==> config.mk <==
export PLATFORM = sky130hd
export DESIGN_NAME = aes_round_ctrl
export DESIGN_NICKNAME = d
export VERILOG_FILES = /design/src/rtl/aes_ctrl_pkg.sv /design/src/rtl/aes_round_ctr.sv /design/src/rtl/aes_round_ctrl.sv
export SDC_FILE = /design/constraint.sdc
export NUM_CORES = 1
export LEC_CHECK = 0
export CORE_ASPECT_RATIO = 0.7
export CORE_MARGIN = 2
export CORE_UTILIZATION = 40
export DETAILED_ROUTE_END_ITERATION = 12
export PLACE_DENSITY = 0.84
export SLEW_MARGIN = 20
export SYNTH_ARGS = -nofsm -noshare
export SYNTH_HDL_FRONTEND = slang
export SYNTH_SLANG_ARGS = --single-unit
==> constraint.sdc <==
create_clock -name clk -period 4.86 [get_ports clk]
set_input_delay 1.458 -clock clk [delete_from_list [all_inputs] [get_ports clk]]
set_output_delay 1.458 -clock clk [all_outputs]
set_load 0.03 [all_outputs]
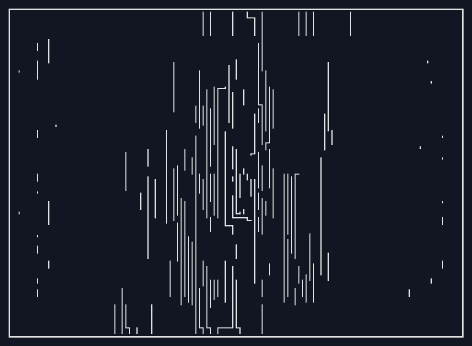
*M2 wires, run 1*
(8 px per um)
The layer holds 46% of the routed length. The longest straight run is 24.6 um. The wires run mostly vertical. The layer carries 572 um of wire. 96 nets have wire on it.
M2 GR Usage: 20.3%
via count: 550
Post-Route WL: 1250 um

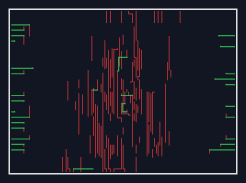
*Wiring by layer, run 1*
(4 px per um) Two of the layers only.
met3: marked green, wire length 97.1 um. met2: marked red, wire length 572 um.
WL/cell: 9.83 um
GRT Overall Usage: 11.2%

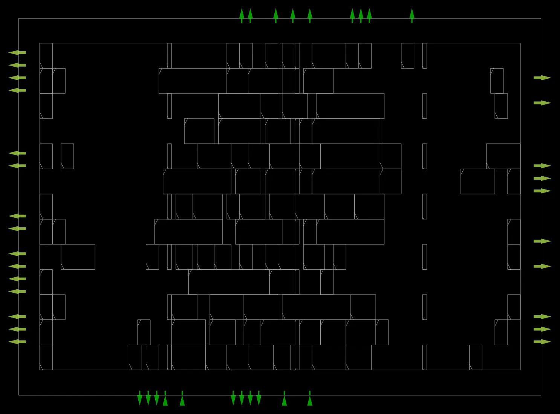
*Placed standard cells, run 1*
Finished Layout Cells: 127
sequential share of cell area: 20.1%
Final Core Density: 43.4%
sequential cell count: 8

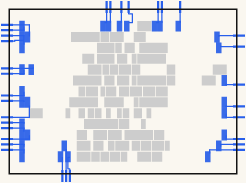
*Port wiring, run 1*
(4 px per um)
blk_cnt: marked blue, bits 32, direction output, end cells 32, wire 128 um.
IO Port Bufs: 12
# IOs: 45

==> reports/qor.yml, run 1 <==
grt_pass1_vias: 458
comb_area_um2: 453
ys_cells: 94
xor_area_share_pct: 4.54
max_clock_freq_ghz: 0.219
yosysWarnings: 0
grt_overflow: 0
largest_area_cell: "buf_4"
ys_sh_mux_pct: 0
p_leak_nw: 0.337
cts_max_level: 1
r2r_cells: 4
diodes: 0
insertion_delay_ps: 250
drv_slew: 0
syn_area_per_cell_um2: 8.21
hold_viol_final: 0
cpPeakStageDelay_ps: 700
max-clock-path-buffers: 2
fin_tns_setup_ps: 0
drive_above_1_share_pct: 8.57
path_depth: 4
ys_area_um2: 772
postSynthSeqShare_pct: 20.7
ys.flop_type: "dfxtp_1"
die_h_um: 40.8
hold_buffers: 0
ant_nets: 0
path_common_cell: "clkdlybuf4s50_1"
initial_core_util_pct: 42.0
ir_drop_mv: 0.105
cts_sinks: 8
simple_gate_area_share_pct: 25.1
crit_family: "buffers and inverters"
layout_top_cell: "conb_1"
syn_inst: 94
drv_cap: 0
finalClockSkew_ps: 2.30
cp.required_ps: 3400
edf_count: 0
critPathKind: "in2out"
end_kind: "output pin"
drc: 0
startpoint_type: "primary input"
cp_cell_sequence: "clkdlybuf4s50_1 > or3_1 > nor3b_1 > clkdlybuf4s50_1"
rsz0062_at_grt: "false"
critPathSlowestCell: "clkdlybuf4s50_1"
hpwlAfterDp_um: 973
grt_pass1_wl_um: 1870
outcome: "finished, final reports clean"
area_growth_pct: 3.40
clk_pin_slew_ps: 50
cts_resized: 0
n_fill_cell: 190
grt_max_degree: 12
synth-seq-cells: 8
cp_max_fo: 3
final_net_count: 113
gp_congestion: 0.872
antenna_found_initial: 0
regArea_um2: 160
yosys.area_share.aoi_pct: 10.2
avgViaCountPerCell: 4.33
dieArea_um2: 2300
crit_buf_inv: 2
wl_met1_um: 559
top_layer_used: "met4"
top_cell_area_share_pct: 32.1
topCellsByArea: "buf_4, dfxtp_1, a21oi_1, nand3b_1, and2_1"
final-setup-viol-count: 0
period_used_pct: 94.1
wl_met2_um: 572
synth_cell_types: 31
worst_hold_path_type: "reg2reg"
firstDrtPassIters: 4
post_cts_buffers: 0
synthTopLogicFamily: "buffers and inverters"
dr.first_iter.drc_count: 9
async_reset_ff_share_pct: 0
clock-root-buffer: "clkbuf_4"
## run 1: kinds of logic after synthesis
| kind of cell | after synthesis |
|---|---|
| flops | 8 |
| xor+xnor | 4 |
| fa+ha+maj | 2 |
| other cells | 1 |
| compound gates | 12 |
| buf+inv | 38 |
| simple gates | 29 |
## run 1: Yosys cell counts, types with 2 or more instances
library cell and count:
xor2_1 2, nor2_1 6, nor3_1 2, xnor2_1 2, ha_1 2, and2_1 4
nand3b_1 4, buf_4 33, a21oi_1 6, inv_1 2, nor3b_1 3, nand2_1 2
dfxtp_1 8
## run 1: tightest hold or removal path: cells and delay by family (launching register included)
family           cells  cell delay (ps)
AND/OR/NAND/NOR      1               70
XOR/XNOR             1              100
flip-flops           1              370
## run 1: through the flow
step                      hold WS, ps  area, um2  setup WS [ps]  power (mW)  instances
after floorplan                   497        888            681       0.175        125
after global placement            518        776            323       0.164        124
after detailed placement          539        776            280       0.167        124
after CTS                         563        798            277       0.217        127
after global routing              581        798            155       0.228        127
final                             566        798            287       0.216        127
## run 1: layer usage
metal  track usage [%]  vias to the layer above
met2              20.3                       33
met1              11.9                      239
li1                  -                      276
met5                 0                        -
met3              1.89                        2
met4              10.7                        0
## run 1: area by class of cell
cell class / instances / share of cell area, %
repair buffers: 13 / 16.0
multi-input cells: 79 / 56.7
inverters: 2 / 0.940
flip-flops and latches: 8 / 20.1
well taps: 22 / 3.45
clock buffers: 3 / 2.82
## run 1: power breakdown
group / switching, mW / internal (mW) / leakage (nW)
registers: 0.0134 / 0.0716 / 0.0651
logic: 0.0562 / 0.0255 / 0.259
clock network: 0.0214 / 0.0282 / 0.0138
==> run 2: changes to the inputs <==
- CAP_MARGIN: not set -> 40
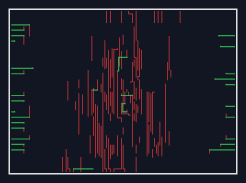
*Wiring by layer, run 2*
(4 px per um) Two of the layers only.
met2: marked red, wire length 572 um. met3: marked green, wire length 97.1 um.

==> run 2 against run 1 <==
Net effect:
- area after synthesis unchanged
- first-iteration DRC count unchanged
- wire length unchanged
- sequential power about the same
- clock power hardly changed
- final cell count did not move
- worst setup slack unchanged
- largest power group unchanged
- clock skew unchanged
- sequential cell count unchanged
- maximum frequency unchanged
- critical path depth did not move
- synthesized cell count stayed put
==> reports/qor.yml, run 2 <==
outcome: "finished, final reports clean"
antenna_found_initial: 0  # unchanged
postPlaceCellArea_um2: 776  # unchanged
ys_cells: 94  # unchanged
path_common_cell: "clkdlybuf4s50_1"
max-clock-path-buffers: 2  # unchanged
r2r_cells: 4  # unchanged
n_fill_cell: 190  # unchanged
insertion_delay_ps: 250  # about the same
synthTopCellsByCount: "buf_4, dfxtp_1, a21oi_1, nor2_1"
end_kind: "output pin"
die_h_um: 40.8  # unchanged
firstDrtPassIters: 4  # unchanged
largest_area_cell: "buf_4"
drv_slew: 0  # unchanged
placedCellCount: 124  # unchanged
grt_overflow: 0  # unchanged
wl_um: 1250  # unchanged
clk_pin_slew_ps: 50  # about the same
crit_buf_inv: 2  # unchanged
fin_area_um2: 798  # unchanged
worst_hold_path_type: "reg2reg"
rsz0062_at_grt: "false"
postSynthSeqShare_pct: 20.7  # unchanged
clock-root-buffer: "clkbuf_4"
final_util_pct: 43.4  # unchanged
diodes: 0  # unchanged
hold_buffers: 0  # unchanged
finalClockSkew_ps: 2.30  # unchanged
layout_top_cell: "conb_1"
cp_cell_sequence: "clkdlybuf4s50_1 > or3_1 > nor3b_1 > clkdlybuf4s50_1"
power_mw: 0.216  # unchanged
area_growth_pct: 3.40  # unchanged
cpPeakStageDelay_ps: 700  # about the same
edf_count: 0  # unchanged
grt_max_degree: 12  # unchanged
dr.first_iter.drc_count: 9  # unchanged
cts_sinks: 8  # unchanged
grt_pass1_wl_um: 1870  # unchanged
drv_cap: 0  # unchanged
pre_cts_ws_ps: 280  # unchanged
dieArea_um2: 2300  # unchanged
portBuffers: 12  # unchanged
fin_cells: 127  # unchanged
ys.flop_type: "dfxtp_1"
critPathSlowestCell: "clkdlybuf4s50_1"
vias: 550  # unchanged
ant_nets: 0  # unchanged
syn_inst: 94  # unchanged
cts_max_level: 1  # unchanged
grt_pass1_vias: 458  # unchanged
synth_dominant_cell_count: "buf_4"
cts_resized: 0  # unchanged
crit_family: "buffers and inverters"
critPathKind: "in2out"
synth-seq-cells: 8  # unchanged
final_net_count: 113  # unchanged
setup_ws_ps: 287  # unchanged
wire_per_inst_um: 9.83  # unchanged
async_reset_ff_share_pct: 0  # unchanged
post_cts_buffers: 0  # unchanged
run 2: cell type report:
class                   count  area [um2]  share of cell area [%]
multi-input cells          79         453                    56.7
flip-flops and latches      8         160                    20.1
repair buffers             13         128                    16.0
well taps                  22        27.5                    3.45
clock buffers               3        22.5                    2.82
inverters                   2        7.51                   0.940
run 2: report_power, final:
part	internal [mW]	switching, mW	leakage (nW)	total, mW
Sequential	0.0716	0.0134	0.0651	0.0851
Combinational	0.0255	0.0562	0.259	0.0816
Clock	0.0282	0.0214	0.0138	0.0496
run 2: layer usage:
layer  GRT usage [%]  up-vias  part of all wire [%]
met5               0        -                     0
met4            10.7        0                   1.5
met3            1.89        2                   7.8
met2            20.3       33                    46
met1            11.9      239                    45
li1                -      276                     -
run 2: cells by family (layout without fill, tap and decap cells):
logic type | count (synthesis) | in the layout | synth area share [%]
xor+xnor | 4 | 4 | 4.54
compound gates | 12 | 12 | 10.2
other cells | 1 | 32 | 0.486
simple gates | 29 | 29 | 25.1
fa+ha+maj | 2 | 2 | 3.24
flops | 8 | 8 | 20.7
buf+inv | 38 | 18 | 35.7
run 2: worst reg2reg max path: cells and delay by family, from the launching register on:
| kind | cells | cell delay (ps) |
|---|---|---|
| AOI/OAI and AO/OA | 1 | 80 |
| xor gates and xnor gates | 1 | 170 |
| DFF | 1 | 480 |
| and+or+nand+nor | 2 | 550 |
Power figures rest on the tool's default switching activity, not on a simulated workload.
